===== src/rtl/axil_cmd_master.sv =====
// AXI4-Lite master that queues write/read commands in a FIFO and issues them one at a time,
// returning one response per command (data, RRESP/BRESP, timeout flag).
module axil_cmd_master #(
    parameter int ADDR_W     = 32,
    parameter int DATA_W     = 32,
    parameter int FIFO_DEPTH = 8,
    parameter int TIMEOUT    = 256
) (
    input  logic              clk,
    input  logic              rst,
    input  logic              cmd_valid_i,
    output logic              cmd_ready_o,
    input  logic              cmd_we_i,
    input  logic [ADDR_W-1:0] cmd_addr_i,
    input  logic [DATA_W-1:0] cmd_wdata_i,
    output logic              rsp_valid_o,
    input  logic              rsp_ready_i,
    output logic [DATA_W-1:0] rsp_rdata_o,
    output logic [1:0]        rsp_resp_o,
    output logic              rsp_err_o,
    output logic [ADDR_W-1:0] m_awaddr_o,
    output logic              m_awvalid_o,
    input  logic              m_awready_i,
    output logic [DATA_W-1:0] m_wdata_o,
    output logic              m_wvalid_o,
    input  logic              m_wready_i,
    input  logic [1:0]        m_bresp_i,
    input  logic              m_bvalid_i,
    output logic              m_bready_o,
    output logic [ADDR_W-1:0] m_araddr_o,
    output logic              m_arvalid_o,
    input  logic              m_arready_i,
    input  logic [DATA_W-1:0] m_rdata_i,
    input  logic [1:0]        m_rresp_i,
    input  logic              m_rvalid_i,
    output logic              m_rready_o,
    output logic [2:0]        state_o
);
    localparam int PTR_W = $clog2(FIFO_DEPTH);
    localparam int TMR_W = $clog2(TIMEOUT + 1);
    localparam int ENT_W = 1 + ADDR_W + DATA_W;

    localparam logic [2:0] S_IDLE    = 3'd0;
    localparam logic [2:0] S_WR_AW_W = 3'd1;
    localparam logic [2:0] S_WR_B    = 3'd2;
    localparam logic [2:0] S_RD_AR   = 3'd3;
    localparam logic [2:0] S_RD_R    = 3'd4;
    localparam logic [2:0] S_RSP     = 3'd5;

    logic [ENT_W-1:0]  fifo_mem [FIFO_DEPTH];
    logic [PTR_W:0]    wr_ptr_q, wr_ptr_d, rd_ptr_q, rd_ptr_d;
    logic              fifo_empty, fifo_full, push, pop;
    logic [ENT_W-1:0]  head;

    logic [2:0]        state_q, state_d;
    logic [ADDR_W-1:0] addr_q, addr_d;
    logic [DATA_W-1:0] wdata_q, wdata_d;
    logic              awvalid_q, awvalid_d, wvalid_q, wvalid_d;
    logic              aw_done_q, aw_done_d, w_done_q, w_done_d;
    logic              bready_q, bready_d, arvalid_q, arvalid_d, rready_q, rready_d;
    logic [TMR_W-1:0]  timer_q, timer_d;
    logic              rsp_valid_q, rsp_valid_d, rsp_err_q, rsp_err_d;
    logic [DATA_W-1:0] rsp_rdata_q, rsp_rdata_d;
    logic [1:0]        rsp_resp_q, rsp_resp_d;

    logic hs_aw, hs_w, hs_b, hs_ar, hs_r, active, done, tmo;

    assign fifo_empty = (wr_ptr_q == rd_ptr_q);
    assign fifo_full  = (wr_ptr_q[PTR_W] != rd_ptr_q[PTR_W]) &&
                        (wr_ptr_q[PTR_W-1:0] == rd_ptr_q[PTR_W-1:0]);
    assign push       = cmd_valid_i && !fifo_full;
    assign pop        = (state_q == S_IDLE) && !fifo_empty;
    assign head       = fifo_mem[rd_ptr_q[PTR_W-1:0]];

    assign hs_aw  = awvalid_q && m_awready_i;
    assign hs_w   = wvalid_q && m_wready_i;
    assign hs_b   = bready_q && m_bvalid_i;
    assign hs_ar  = arvalid_q && m_arready_i;
    assign hs_r   = rready_q && m_rvalid_i;
    assign active = (state_q == S_WR_AW_W) || (state_q == S_WR_B) ||
                    (state_q == S_RD_AR) || (state_q == S_RD_R);
    assign done   = ((state_q == S_WR_B) && hs_b) || ((state_q == S_RD_R) && hs_r);
    // The timer is loaded with 1 on pop so it counts the pop cycle; abandoning at
    // TIMEOUT-1 puts rsp_valid exactly TIMEOUT cycles after the pop.
    assign tmo    = (timer_q == TMR_W'(TIMEOUT - 1));

    always_ff @(posedge clk) begin
        if (push) begin
            fifo_mem[wr_ptr_q[PTR_W-1:0]] <= {cmd_we_i, cmd_addr_i, cmd_wdata_i};
        end
    end

    always_comb begin
        wr_ptr_d    = push ? wr_ptr_q + 1'b1 : wr_ptr_q;
        rd_ptr_d    = pop ? rd_ptr_q + 1'b1 : rd_ptr_q;
        state_d     = state_q;
        addr_d      = addr_q;
        wdata_d     = wdata_q;
        awvalid_d   = awvalid_q;
        wvalid_d    = wvalid_q;
        aw_done_d   = aw_done_q;
        w_done_d    = w_done_q;
        bready_d    = bready_q;
        arvalid_d   = arvalid_q;
        rready_d    = rready_q;
        timer_d     = timer_q;
        rsp_valid_d = rsp_valid_q;
        rsp_err_d   = rsp_err_q;
        rsp_rdata_d = rsp_rdata_q;
        rsp_resp_d  = rsp_resp_q;
        if (active) begin
            timer_d = timer_q + 1'b1;
        end

        case (state_q)
            S_IDLE: begin
                if (!fifo_empty) begin
                    addr_d    = head[ENT_W-2 -: ADDR_W];
                    wdata_d   = head[DATA_W-1:0];
                    timer_d   = TMR_W'(1);
                    aw_done_d = 1'b0;
                    w_done_d  = 1'b0;
                    if (head[ENT_W-1]) begin
                        state_d   = S_WR_AW_W;
                        awvalid_d = 1'b1;
                        wvalid_d  = 1'b1;
                    end else begin
                        state_d   = S_RD_AR;
                        arvalid_d = 1'b1;
                    end
                end
            end
            S_WR_AW_W: begin
                if (hs_aw) begin
                    awvalid_d = 1'b0;
                    aw_done_d = 1'b1;
                end
                if (hs_w) begin
                    wvalid_d = 1'b0;
                    w_done_d = 1'b1;
                end
                if ((aw_done_q || hs_aw) && (w_done_q || hs_w)) begin
                    state_d  = S_WR_B;
                    bready_d = 1'b1;
                end
            end
            S_WR_B: begin
                if (hs_b) begin
                    bready_d    = 1'b0;
                    state_d     = S_RSP;
                    rsp_valid_d = 1'b1;
                    rsp_resp_d  = m_bresp_i;
                    rsp_rdata_d = '0;
                    rsp_err_d   = 1'b0;
                end
            end
            S_RD_AR: begin
                if (hs_ar) begin
                    arvalid_d = 1'b0;
                    rready_d  = 1'b1;
                    state_d   = S_RD_R;
                end
            end
            S_RD_R: begin
                if (hs_r) begin
                    rready_d    = 1'b0;
                    state_d     = S_RSP;
                    rsp_valid_d = 1'b1;
                    rsp_resp_d  = m_rresp_i;
                    rsp_rdata_d = m_rdata_i;
                    rsp_err_d   = 1'b0;
                end
            end
            S_RSP: begin
                if (rsp_ready_i) begin
                    state_d     = S_IDLE;
                    rsp_valid_d = 1'b0;
                    rsp_resp_d  = 2'b00;
                    rsp_rdata_d = '0;
                    rsp_err_d   = 1'b0;
                end
            end
            default: state_d = S_IDLE;
        endcase

        // A final handshake landing on the timeout cycle still counts as a normal completion.
        if (active && tmo && !done) begin
            awvalid_d   = 1'b0;
            wvalid_d    = 1'b0;
            bready_d    = 1'b0;
            arvalid_d   = 1'b0;
            rready_d    = 1'b0;
            state_d     = S_RSP;
            rsp_valid_d = 1'b1;
            rsp_err_d   = 1'b1;
            rsp_resp_d  = 2'b10;
            rsp_rdata_d = '0;
        end
    end

    always_ff @(posedge clk) begin
        if (rst) begin
            wr_ptr_q    <= '0;
            rd_ptr_q    <= '0;
            state_q     <= S_IDLE;
            addr_q      <= '0;
            wdata_q     <= '0;
            awvalid_q   <= 1'b0;
            wvalid_q    <= 1'b0;
            aw_done_q   <= 1'b0;
            w_done_q    <= 1'b0;
            bready_q    <= 1'b0;
            arvalid_q   <= 1'b0;
            rready_q    <= 1'b0;
            timer_q     <= '0;
            rsp_valid_q <= 1'b0;
            rsp_err_q   <= 1'b0;
            rsp_rdata_q <= '0;
            rsp_resp_q  <= 2'b00;
        end else begin
            wr_ptr_q    <= wr_ptr_d;
            rd_ptr_q    <= rd_ptr_d;
            state_q     <= state_d;
            addr_q      <= addr_d;
            wdata_q     <= wdata_d;
            awvalid_q   <= awvalid_d;
            wvalid_q    <= wvalid_d;
            aw_done_q   <= aw_done_d;
            w_done_q    <= w_done_d;
            bready_q    <= bready_d;
            arvalid_q   <= arvalid_d;
            rready_q    <= rready_d;
            timer_q     <= timer_d;
            rsp_valid_q <= rsp_valid_d;
            rsp_err_q   <= rsp_err_d;
            rsp_rdata_q <= rsp_rdata_d;
            rsp_resp_q  <= rsp_resp_d;
        end
    end

    assign cmd_ready_o = !fifo_full;
    assign rsp_valid_o = rsp_valid_q;
    assign rsp_rdata_o = rsp_rdata_q;
    assign rsp_resp_o  = rsp_resp_q;
    assign rsp_err_o   = rsp_err_q;
    assign m_awvalid_o = awvalid_q;
    assign m_awaddr_o  = awvalid_q ? addr_q : '0;
    assign m_wvalid_o  = wvalid_q;
    assign m_wdata_o   = wvalid_q ? wdata_q : '0;
    assign m_bready_o  = bready_q;
    assign m_arvalid_o = arvalid_q;
    assign m_araddr_o  = arvalid_q ? addr_q : '0;
    assign m_rready_o  = rready_q;
    assign state_o     = state_q;
endmodule


===== config.mk =====
export PLATFORM = sky130hd
export DESIGN_NAME = axil_cmd_master
export DESIGN_NICKNAME = d
export VERILOG_FILES = /design/src/rtl/axil_cmd_master.sv
export SDC_FILE = /design/constraint.sdc
export NUM_CORES = 1
export LEC_CHECK = 0
export CAP_MARGIN = 25
export CORE_UTILIZATION = 55
export CTS_BUF_LIST = sky130_fd_sc_hd__clkbuf_8 sky130_fd_sc_hd__clkbuf_16
export DETAILED_ROUTE_END_ITERATION = 6
export PLACE_DENSITY_LB_ADDON = 0.08
export SETUP_SLACK_MARGIN = 0.4
export SYNTH_ARGS = -nofsm -noshare
export SYNTH_HDL_FRONTEND = slang
export SYNTH_SLANG_ARGS = --single-unit

===== constraint.sdc =====
create_clock -name clk -period 7.48 [get_ports clk]
set_input_delay 1.496 -clock clk [delete_from_list [all_inputs] [get_ports clk]]
set_output_delay 1.496 -clock clk [all_outputs]
set_load 0.02 [all_outputs]

==> results_slide.txt, run 1 <==
Synthesis and Place & Route Summary

Run status
  – Status: complete, no violations

Global route
  – Largest net degree at the start of global routing: 99
  – Total global routing overflow: 0
  – Vias in the first global route: 13570
  – First-pass GRT wire length: 79630 microns
  – Antenna violations before repair: 5

Final layout
  – Final instance area: 30390 sq um
  – Area Overhead vs Synth: 21.26%
  – Layout cells sized above 1: 15.65%
  – Commonest Layout Cell: edfxtp_1
  – Most frequent cells in the layout: edfxtp_1 (520), clkdlybuf4s50_1 (249), mux4_2 (129), dfxtp_1 (127), and2_1 (97)
  – NumNets Final: 1789
  – Tally of non-filler cells in the final layout: 2318

Critical path
  – CP peak stage delay: 0.88 ns
  – WP data arrival: 2.63 ns
  – Critical path launch point type: flop
  – CP Capture Type: primary output
  – Setup CP Type: flop to primary output
  – Worst path slowest cell: dfxtp_1

STA
  – Setup TNS: 0 ns
  – Endpoints failing hold: 0
  – Post-route minimum period: 4.129 ns
  – FMAX: 242.2 MHz
  – Post-layout period usage: 55.20%
  – Minimum hold slack: 0.4511 ns
  – Final Setup Violations: 0
  – Fin. max-slew vios: 0
  – Worst Max-Slew Pin Slew: 1.049 ns
  – Slew headroom: 30.05%
  – RSZ-0062 raised after global routing: no

Logic synthesis
  – YS chip area: 25060 sq um
  – XOR Share, Synth: 0.5591%
  – Mapped Cells: 1424
  – Async SR Flop Fraction: 0%
  – Largest logic family: multiplexers
  – #FFs+latches synth: 650
  – Aoi share: 3.669%
  – Yosys warns: 0
  – Dominant flop cell: edfxtp_1
  – Mux share: 14.43%
  – Synth Net Count: 1538
  – Adder Area Share: 0.1997%
  – Sequential fraction of the synthesis area: 72.68%
  – EDFF count, synth: 520
  – Yosys cell types: 42
  – Post-synthesis cell area: 25060 sq um
  – Basic Gates by Area: 6.350%

Floorplanning
  – Core area: 44610 sq um
  – # rows: 77
  – Initial Utilization: 56.19%
  – Chip Area: 46430 sq um

Flow run
  – OpenROAD warning count: 26
  – Max-Cap Viols: 0

Drt
  – Via/cell ratio: 5.771
  – DRT iter0 DRCs: 947
  – Final ANT Viol Nets: 0
  – Drt drc: 0
  – First drt pass iteration count: 5

CTS
  – CTS tree: built
  – CTS Hold Bufs: 0
  – CTS H-tree lvls: 3
  – Sink Count: 650
  – Post_cts resized: 0
  – Clk pin slew, worst setup/hold paths: 0.06 ns
  – Clock buffer depth: 3

Place
  – IO buf count: 250
  – Placed Area: 28220 sq um
  – Cells after DPL: 2199
  – GP Congestion: 0.7586
  – Post-DP HPWL: 29390 microns

Power
  – Pleak: 9.659 nW
  – Power Density: 309.9 nW/um^2
-- run 1: state kept, by name, summed over array words and instances (netlist names), 2 cells and up, named ones only --
name	flops
fifo_mem	520
addr_q	32
rsp_rdata_o	32
wdata_q	32
timer_q	9
rd_ptr_q	4
wr_ptr_q	4
state_o	3
rsp_resp_o	2
-- run 1: stage by stage --
stage	setup WS (ns)	power, W
final	3.351	0.009417
after global placement	3.093	0.006227
after global routing	3.152	0.009829
after CTS	3.256	0.009522
after detailed placement	3.344	0.006281
after floorplan	0.5748	0.005683
-- run 1: critical path, delay by kind of cell (launching register included) --
| kind | cells | cell delay (ns) |
|---|---|---|
| buffers and inverters | 2 | 1.01 |
| flip-flops | 1 | 0.88 |
| AND/OR/NAND/NOR | 1 | 0.16 |
-- run 1: path summary, 6_finish.rpt --
kind	start	to	slack (ns)	cells past startpoint
worst max-delay path	m_arvalid_o	m_araddr_o[21]	3.35	3
worst min-delay path	rsp_rdata_o[1]	rsp_rdata_o[1]	0.45	2
worst max register to register	wr_ptr_q[0]	fifo_mem[2][39]	4.46	5
worst min register to register	rsp_rdata_o[1]	rsp_rdata_o[1]	0.45	2
-- run 1: cells by family (layout without fill, tap and decap cells) --
logic type / Yosys count / after routing
mux: 200 / 200
fa+ha+maj: 4 / 4
compound gates: 136 / 136
simple gates: 316 / 316
buf+inv: 102 / 403
xor+xnor: 16 / 16
other cells: 0 / 1
flops: 650 / 650
-- run 1: cells in the mapped netlist, drive strengths merged (2+ instances only) --
cell    number  area (sq um)
o211ai       2         20.02
nor3         9         45.04
and3         5         31.28
edfxtp     520         15610
or3          3         18.77
nand4       35         219.0
o21ai        6         30.03
dfxtp      130          2603
or2          2         12.51
xor2         8         70.07
nand3       10         50.05
a211oi      67         508.0
nor2b        3         18.77
clkbuf      48         180.2
buf         47         322.8
nor2        93         349.1
and2        97         606.8
ha           4         50.05
nand2b       6         37.54
mux4       129          2905
a31oi        7         43.79
a21oi       45         225.2
nand2       52         195.2
a41oi        2         25.03
inv          6         22.52
mux2i       71         710.7
xnor2        8         70.07
-- run 1: layer usage --
| layer | track usage [%] | part of all wire (%) | vias up |
|---|---|---|---|
| li1 | - | - | 6095 |
| met1 | 31.37 | 43 | 6801 |
| met2 | 37.01 | 49 | 404 |
| met3 | 5.004 | 5.9 | 71 |
| met4 | 5.957 | 1.7 | 6 |
| met5 | 0 | 0.078 | - |
-- run 1: final cells by class --
type                    instances  area (sq um)
fillers                      3011         14210
well taps                     592         740.7
inverters                       7         26.28
clock buffers                  77          1871
repair buffers                278          2833
clock inverters                41         302.8
multi-input cells             672          6387
diodes                          1         2.502
flip-flops and latches        650         18230
-- run 1: power breakdown --
part	switching [W]	internal [W]
registers	0.000231	0.00413
logic	0.000978	0.000834
clock network	0.00129	0.00195
Figure 1. Clock nets (run 1).
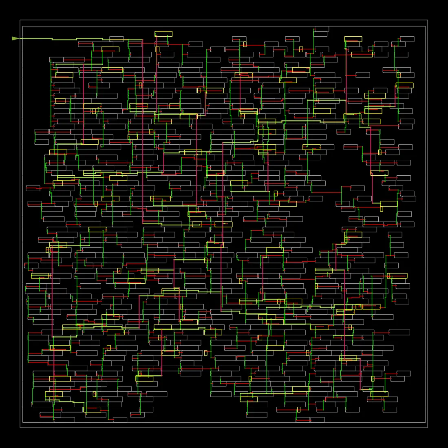
Num CTS Buffers: 66
Late-Pin Clk Latency: 0.58 ns

Figure 2. Wiring by layer (run 1).
(2 px per micron)
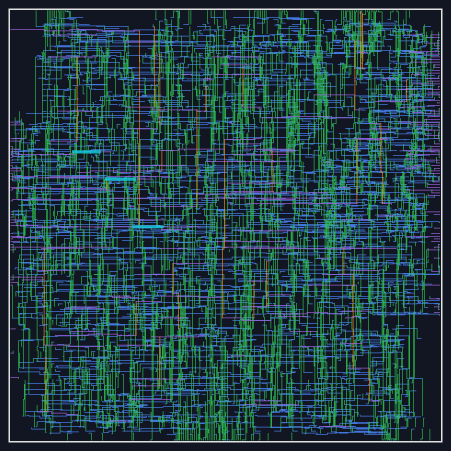
metal 2 -> green  # wire length 25.2 mm
metal 4 -> orange  # wire length 865 microns
metal 3 -> purple  # wire length 3030 microns
metal 1 -> blue  # wire length 22.4 mm
metal 5 -> cyan  # wire length 40.5 microns
vias: 13377
WL/cell: 22.20 microns
Routed WL: 51460 microns
All-Layer GR Usage: 22.75%

Figure 3. Clock distribution (run 1).
(1 px per micron)
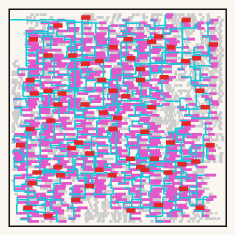
flip-flops -> magenta  # count 650
clock wires -> cyan  # length 6980 microns
clock drivers -> red  # count 66
routed clock nets = 67
flops lie = all over the die
clock network power share: 34.4%
Worst Clk Skew: 0.01300 ns
Clock Power: 0.00324 W

Figure 4. Floorplan with the power grid (run 1).
(1.5 px per micron) Pins as bars on the die edge.
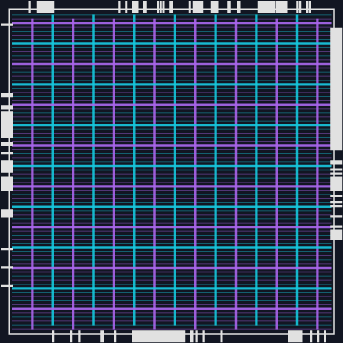
VDD -> cyan
VSS -> purple
signal pins = 251
met4 straps = 15
rows = 77
met1 rails = 78
met5 straps = 15
die x size: 215.5 microns
die height: 215.5 microns
worst vdd ir: 205.1 uV

## Run 2: what changed since run 1
--- a/config.mk
+++ b/config.mk
@@ -6,7 +6,7 @@
 export NUM_CORES = 1
 export LEC_CHECK = 0
 export CAP_MARGIN = 25
-export CORE_UTILIZATION = 55
+export CORE_UTILIZATION = 51
 export CTS_BUF_LIST = sky130_fd_sc_hd__clkbuf_8 sky130_fd_sc_hd__clkbuf_16
 export DETAILED_ROUTE_END_ITERATION = 6
 export PLACE_DENSITY_LB_ADDON = 0.08
==> constraint.sdc (replaced) <==
create_clock -name clk -period 3.5 [get_ports clk]
set_input_delay 0.7 -clock clk [delete_from_list [all_inputs] [get_ports clk]]
set_output_delay 0.7 -clock clk [all_outputs]
set_load 0.02 [all_outputs]
Figure 5. Clock nets (run 2).
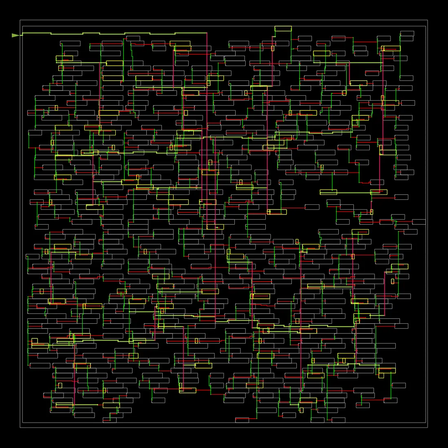
Sink Count: 650
flip-flops: 650
clock buffers: 72
Clock Power: 0.00686 W
Late-Pin Clk Latency: 0.59 ns

Figure 6. Clock distribution (run 2).
(1 px per micron)
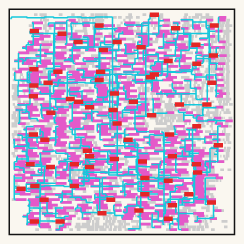
clock wires -> cyan  # length 7290 microns
flip-flops -> magenta  # count 650
clock drivers -> red  # count 68
routed clock nets = 69
Worst Clk Skew: 0.01439 ns
clock network power share: 34.1%

Figure 7. Wiring by layer (run 2).
(2 px per micron)
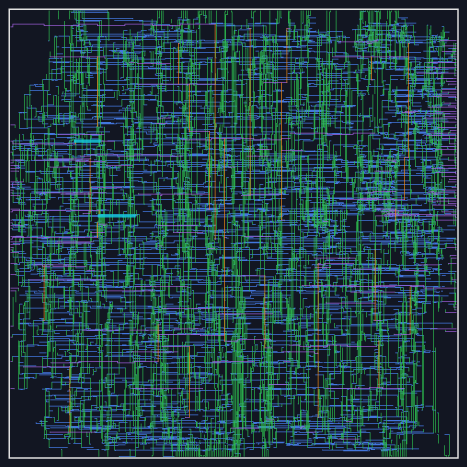
metal 4 -> orange  # wire length 949 microns
metal 1 -> blue  # wire length 23.7 mm
metal 2 -> green  # wire length 26.0 mm
metal 3 -> purple  # wire length 2600 microns
metal 5 -> cyan  # wire length 29.4 microns
Routed WL: 53240 microns
WL/cell: 22.22 microns

==> run 2 against run 1 <==
Total power is 110% higher. Synthesized cell count unchanged. Area after synthesis did not move. Largest power group unchanged.
==> results_slide.txt, run 2 <==
Synthesis and Place & Route Summary

Final layout
  – NumNets Final: 1798 (was 1789)
  – Most frequent cells in the layout: edfxtp_1 (520), clkdlybuf4s50_1 (249), mux4_2 (129), dfxtp_1 (124), and2_1 (97) (was edfxtp_1 (520), clkdlybuf4s50_1 (249), mux4_2 (129), dfxtp_1 (127), and2_1 (97))
  – Max reg flops: 520 (unchanged)
  – Final instance area: 30600 sq um (was 30390 sq um)
  – Area Overhead vs Synth: 22.10% (was 21.26%)
  – Layout cells sized above 1: 16.46% (was 15.65%)
  – Number of fill cells in the layout: 3453 (was 3011)
  – Commonest Layout Cell: edfxtp_1 (unchanged)

Power
  – Combinational share of power: 19.8% (was 19.2%)
  – Total power: 0.02013 W (was 0.009417 W)
  – Pleak: 9.686 nW (was 9.659 nW)
  – Switching power: 0.005501 W (was 0.002501 W)
  – Worst vdd ir: 414.2 uV (was 205.1 uV)
  – Int Pwr: 0.01463 W (was 0.006916 W)
  – Power Density: 657.8 nW/um^2 (was 309.9 nW/um^2)
  – Sequential power share: 46.2% (was 46.4%)
  – Sw Ratio: 27.33% (was 26.56%)

Logic synthesis
  – Synth top cell by count: edfxtp_1 (unchanged)
  – Mapped Cells: 1424 (unchanged)
  – EDFF count, synth: 520 (unchanged)
  – Mux share: 14.43% (unchanged)
  – XOR Share, Synth: 0.5591% (unchanged)
  – Dominant flop cell: edfxtp_1 (unchanged)
  – Adder Area Share: 0.1997% (unchanged)
  – Largest logic family: multiplexers (unchanged)
  – Sequential fraction of the synthesis area: 72.68% (unchanged)
  – Synth Net Count: 1538 (unchanged)
  – #FFs+latches synth: 650 (unchanged)
  – Post-synthesis cell area: 25060 sq um (unchanged)
  – Largest cells by area after synthesis: edfxtp_1 (62%), mux4_2 (12%), dfxtp_1 (10%) (unchanged)
  – Dominant cell area share: 62.30% (unchanged)
  – Yosys cell types: 42 (unchanged)
  – YS chip area: 25060 sq um (unchanged)
  – Synth Area per Inst: 17.60 sq um (unchanged)
  – Aoi share: 3.669% (unchanged)
  – Yosys warns: 0 (unchanged)
  – Post-synth top cells: edfxtp_1 (520), dfxtp_1 (130), mux4_2 (129) (unchanged)
  – Cell type with the largest total area: edfxtp_1 (unchanged)
  – Basic Gates by Area: 6.350% (unchanged)
  – Async SR Flop Fraction: 0% (unchanged)

Floorplanning
  – Chip Area: 50040 sq um (was 46430 sq um)
  – Die x size: 223.7 microns (was 215.5 microns)
  – Core area: 48150 sq um (was 44610 sq um)
  – I/O pin total: 251 (unchanged)
  – Die height: 223.7 microns (was 215.5 microns)
  – Initial Utilization: 52.06% (was 56.19%)
  – # rows: 80 (was 77)

Global route
  – Largest net degree at the start of global routing: 95 (was 99)
  – First-pass GRT wire length: 80950 microns (was 79630 microns)
  – Vias in the first global route: 13684 (was 13570)
  – All-Layer GR Usage: 21.68% (was 22.75%)
  – Antenna violations before repair: 4 (was 5)
  – Total global routing overflow: 0 (unchanged)

STA
  – Post-route minimum period: 2.956 ns
  – FMAX: 338.3 MHz
  – Post-layout period usage: 84.45%
  – Fin. max-slew vios: 0 (unchanged)
  – Worst Max-Slew Pin Slew: 0.7421 ns (was 1.049 ns)
  – Slew headroom: 50.53% (was 30.05%)
  – Final Setup Violations: 0 (unchanged)
  – Setup TNS: 0 ns (unchanged)
  – RSZ-0062 raised after global routing: no (unchanged)
  – Endpoints failing hold: 0 (unchanged)
  – Setup WS post-layout: 0.5442 ns (was 3.351 ns)

Critical path
  – Critical path launch point type: flop (unchanged)
  – Reg2Reg Setup Slack: 1.01 ns (was 4.46 ns)
  – CP Capture Type: primary output (unchanged)
  – WP data arrival: 2.26 ns (was 2.63 ns)
  – Setup CP Type: flop to primary output (unchanged)

Place
  – GP Congestion: 0.7730 (was 0.7586)
  – Placed Area: 28440 sq um (was 28220 sq um)
  – IO buf count: 250 (unchanged)
  – Post-DP HPWL: 30330 microns (was 29390 microns)

Flow run
  – Max-Cap Viols: 0 (unchanged)
  – OpenROAD warning count: 27 (was 26)

Drt
  – Drt drc: 0 (unchanged)
  – First drt pass iteration count: 5 (unchanged)
  – DRT iter0 DRCs: 926 (was 947)
  – Final ANT Viol Nets: 0 (unchanged)
  – Via/cell ratio: 5.612 (was 5.771)
  – Vias: 13446 (was 13377)

Run status
  – Status: complete, no violations (unchanged)

CTS
  – Clock buffer depth: 3 (unchanged)
  – CTS H-tree lvls: 3 (unchanged)
  – Clk pin slew, worst setup/hold paths: 0.06 ns (about the same)
  – Num CTS Buffers: 68 (was 66)
  – CTS tree: built (unchanged)

Worst hold path
  – Hold WC Path Type: flop to flop (unchanged)
[run 2: netlist changes by cell type in the layout (fill, tap and decap cells not counted), sizes merged]
cell	before	now
inv	25	28
clkbuf	77	72
clkinvlp	0	2
buf	29	36
clkinv	18	25
diode	1	2
bufinv	5	4
[run 2: cells by family after synthesis]
family | count (synthesis)
muxes | 200
buffers and inverters | 102
adders and majority gates | 4
AOI/OAI and AO/OA | 136
xor gates and xnor gates | 16
DFF | 650
and+or+nand+nor | 316
[run 2: final timing paths]
kind / start / to / cells after the start
setup / recovery: m_awvalid_o / m_awaddr_o[9] / 3
hold / removal: rsp_rdata_o[1] / rsp_rdata_o[1] / 2
setup reg to reg: state_o[0] / rsp_resp_o[0] / 6
hold reg to reg: rsp_rdata_o[1] / rsp_rdata_o[1] / 2
[run 2: final cells by class]
cell class / instances / area, sq um / share of cell area (%)
clock buffers: 72 / 1779 / 5.814
flip-flops and latches: 650 / 18230 / 59.57
diodes: 2 / 5.005 / 0.01635
well taps: 656 / 820.8 / 2.682
clock inverters: 52 / 357.8 / 1.169
inverters: 7 / 26.28 / 0.08585
repair buffers: 285 / 2933 / 9.583
multi-input cells: 672 / 6450 / 21.08
[run 2: critical path, stage by stage (launching register included)]
cell and delay [ns]:
dfxtp_1 0.54, buf_6 0.33, and2_1 0.18, clkdlybuf4s50_1 0.61
[run 2: power by group through the flow]
stage               sequential [W]  clock [W]  combinational, W
global route               0.00936    0.00733           0.00433
finish                     0.00929    0.00686           0.00398
floorplan                  0.00924          0           0.00291
CTS                        0.00930    0.00701           0.00403
global placement           0.00944          0           0.00396
detailed placement         0.00946          0           0.00401
[run 2: routing by layer]
layer	track usage [%]	part of all wire, %
met1	30.23	44
met2	35.18	49
met3	4.040	4.9
met4	6.098	1.8
met5	0	0.054
[run 2: per-stage QoR]
step           utilization [%]  std cells  hold slack, ns
2_1_floorplan                -       1424          0.4411
3_3_place_gp             59.07       2270          0.4371
3_5_place_dp             59.07       2270          0.4432
4_1_cts                  63.51       2394          0.4510
5_1_grt                  63.56       2395          0.4607
6_report                 63.57       2396          0.4505
[run 2: timing repair]
action | CTS | global route
hold buffers | 0 | 0
endpoints found under the setup margin | 17 | 32
hold endpoints to repair | 0 | 0
resized | 1 | 4
gates cloned | 0 | 0
pin swaps | 0 | 0
Power is estimated from default activity; no workload was simulated.
